**Signal wires on met1**

Scale: 6 px per um. Supply wires on this layer in gray. Cells faint in the background.
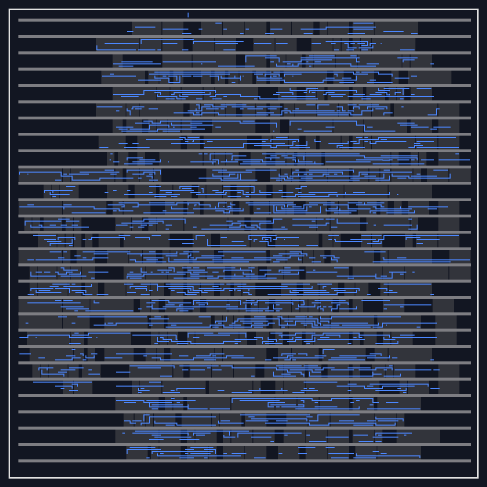
**The metal 2 layer**

Scale: 6 px per um.
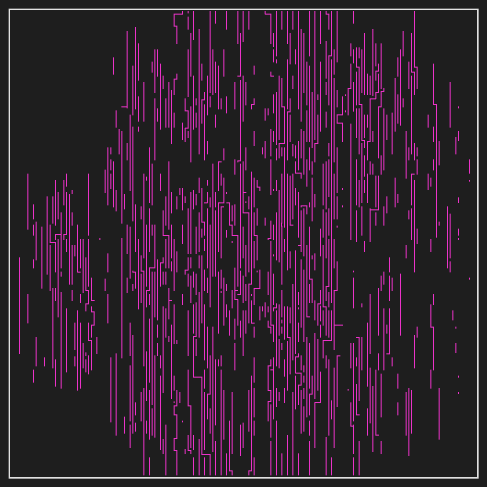
**Signal wires on met3**

Scale: 8 px per um. Cells faint in the background.
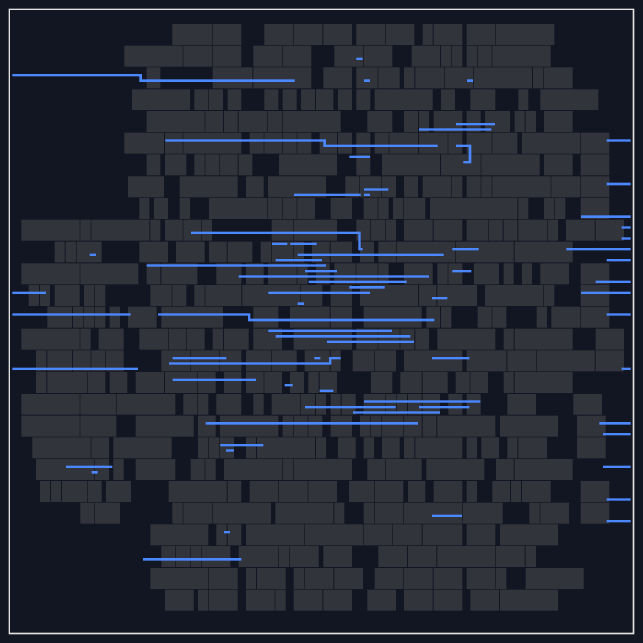
**Met4 routing**

Scale: 4 px per um. Supply wires on this layer in gray. Cells faint in the background.
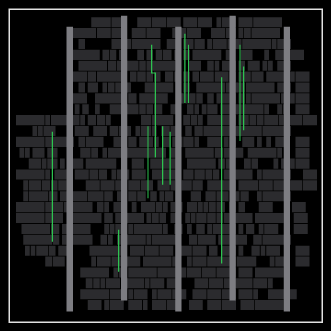
**Congestion heat map**

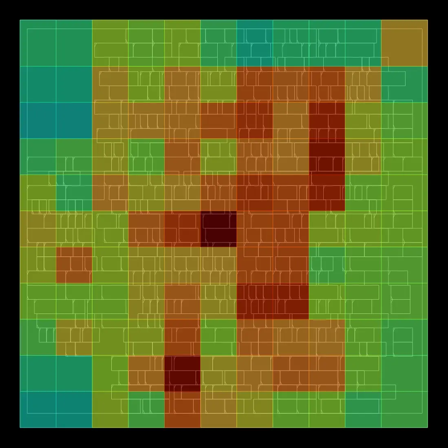
==> config.mk <==
export PLATFORM = sky130hd
export DESIGN_NAME = command_sequencer
export DESIGN_NICKNAME = d
export VERILOG_FILES = /design/src/rtl/command_sequencer.sv
export SDC_FILE = /design/constraint.sdc
export NUM_CORES = 1
export LEC_CHECK = 0
export CORE_UTILIZATION = 54
export CTS_CLUSTER_DIAMETER = 80
export DETAILED_ROUTE_END_ITERATION = 12
export PLACE_DENSITY = 0.95
export SYNTH_ARGS = -nofsm -noshare
export SYNTH_HDL_FRONTEND = slang
export SYNTH_SLANG_ARGS = --single-unit
export TNS_END_PERCENT = 1
==> constraint.sdc <==
create_clock -name clk -period 3.6 [get_ports clk]
set_input_delay 0.36 -clock clk [delete_from_list [all_inputs] [get_ports clk]]
set_output_delay 0.36 -clock clk [all_outputs]
set_load 0.01 [all_outputs]
==> summary.txt <==
impl run done, here's what came out: Setup CP Type flip-flop to flip-flop, FA/HA/MAJ Cells, Area Fraction 0.8055%, Seq share, synth 41.24%, Multiplexer share 7.088%, die height 77.85 um, CP endpoint kind flip-flop, worst skew pair latency 0.35 ns, final net count 467, standard-cell rows 27, Synth area leader dfxtp_1, die outline width 77.85 um, Core Util at FP 56.07%, clk buf depth 2, Fmax 367.0 MHz, vias in the first global route 2837, Vias/cell 5.752, final slew viol count 0, Post-CTS Hold Fix Bufs 0, Worst-Margin Slew 1.146 ns, min Tclk post-route 2.724 ns, Data arrival, critical path 2.98 ns, PortBufs 67, DRT Pass-1 Iters 4, setup tns final 0 ns, outcome completed, Fillers 396, P&R area growth vs syn 28.96%, Worst path max stage delay 1.07 ns, yosys cell count 365, Fin. Hold Viols 0, unique cell type count in the Yosys netlist 55, ys async rst share 0%, Critical Path Slowest Stage Cell nor4b_2, area reported by Yosys stat 3107 sq um, hold crit path type flip-flop to flip-flop, tool warnings 26, RSZ-0062 raised after global routing no, Routability Congestion 0.9143, H-tree levels 3, CTS resizes 0, IO Count 68, part of the cycle the worst path needs 75.68%
Back to the opening pictures, 'signal wires on met1':
wire length on this layer	3270 um
nets with wire on the layer	428
share of all routed wire	42%
overall via count from detail_route: 2899
DRT Wirelength: 7.763 mm
grt met1 use: 33.43%

Back to the opening pictures, 'the metal 2 layer':
main direction	vertical
share of all routed wire	48%
wire length on this layer	3720 um
M2 GR Usage: 43.27%

Back to the opening pictures, 'signal wires on met3':
nets with wire on the layer	53
longest straight run	26.2 um
main direction	horizontal
wire length on this layer	541 um
met3 Use GR: 8.235%

Back to the opening pictures, 'met4 routing':
wire length on this layer	228 um
nets with wire on the layer	11

Back to the opening pictures, 'congestion heat map':
All-Layer GR Usage: 27.23%
busiest layer in global routing: met2
routed len/inst: 15.40 um
Final Core Density: 72.31%

[critical path, delay by kind of cell (launching register included)]
family | cells | cell delay (ns)
compound gates | 2 | 0.60
flops | 1 | 0.53
simple gates | 3 | 1.49
[placed cells by master, fill, tap and decap left out, types with 6 or more instances in the layout]
master / n
a211oi_1: 8
buf_4: 6
a311oi_1: 7
dfxtp_1: 64
and2_1: 6
mux2i_1: 22
nor2_1: 53
xnor2_1: 7
nand2_1: 22
nand3_1: 16
inv_1: 14
o21ai_0: 18
clkbuf_8: 11
nand2b_1: 11
clkdlybuf4s50_1: 67
a21oi_1: 28
[stage by stage]
step	instances	cell area (sq um)	util [%]	hold slack, ns	worst slack [ns]
after global routing	504	4006	72.31	0.4823	0.7237
after floorplan	365	3107	-	0.4302	1.596
after CTS	504	4006	72.31	0.4596	0.9705
after global placement	488	3807	68.72	0.4440	1.075
after detailed placement	488	3807	68.72	0.4507	0.9800
final	504	4006	72.31	0.4609	0.8755
[metal layers]
metal,wire (um),share of wire [%],up-vias
li1,-,-,1417
met1,3274,42,1352
met2,3719,48,105
met3,541,7.0,25
met4,228,2.9,0
met5,0,0,-
[synth_stat cells, types with 4 or more instances]
cell type	n
dfxtp_1	64
nor2_1	53
a21oi_1	28
mux2i_1	22
nand2_1	22
o21ai_0	18
nand3_1	16
inv_1	14
nand2b_1	11
clkbuf_1	9
a211oi_1	8
buf_2	8
a311oi_1	7
xnor2_1	7
and2_1	6
nor3_1	5
and3_1	4
nor4_1	4
o211ai_1	4
[report_power, final]
group / leakage [nW] / internal (mW) / switching [mW] / total (mW)
Clock: 0.103 / 0.356 / 0.272 / 0.628
Sequential: 0.518 / 0.778 / 0.0668 / 0.845
Combinational: 0.739 / 0.301 / 0.411 / 0.712
Power figures rest on the tool's default switching activity, not on a simulated workload.
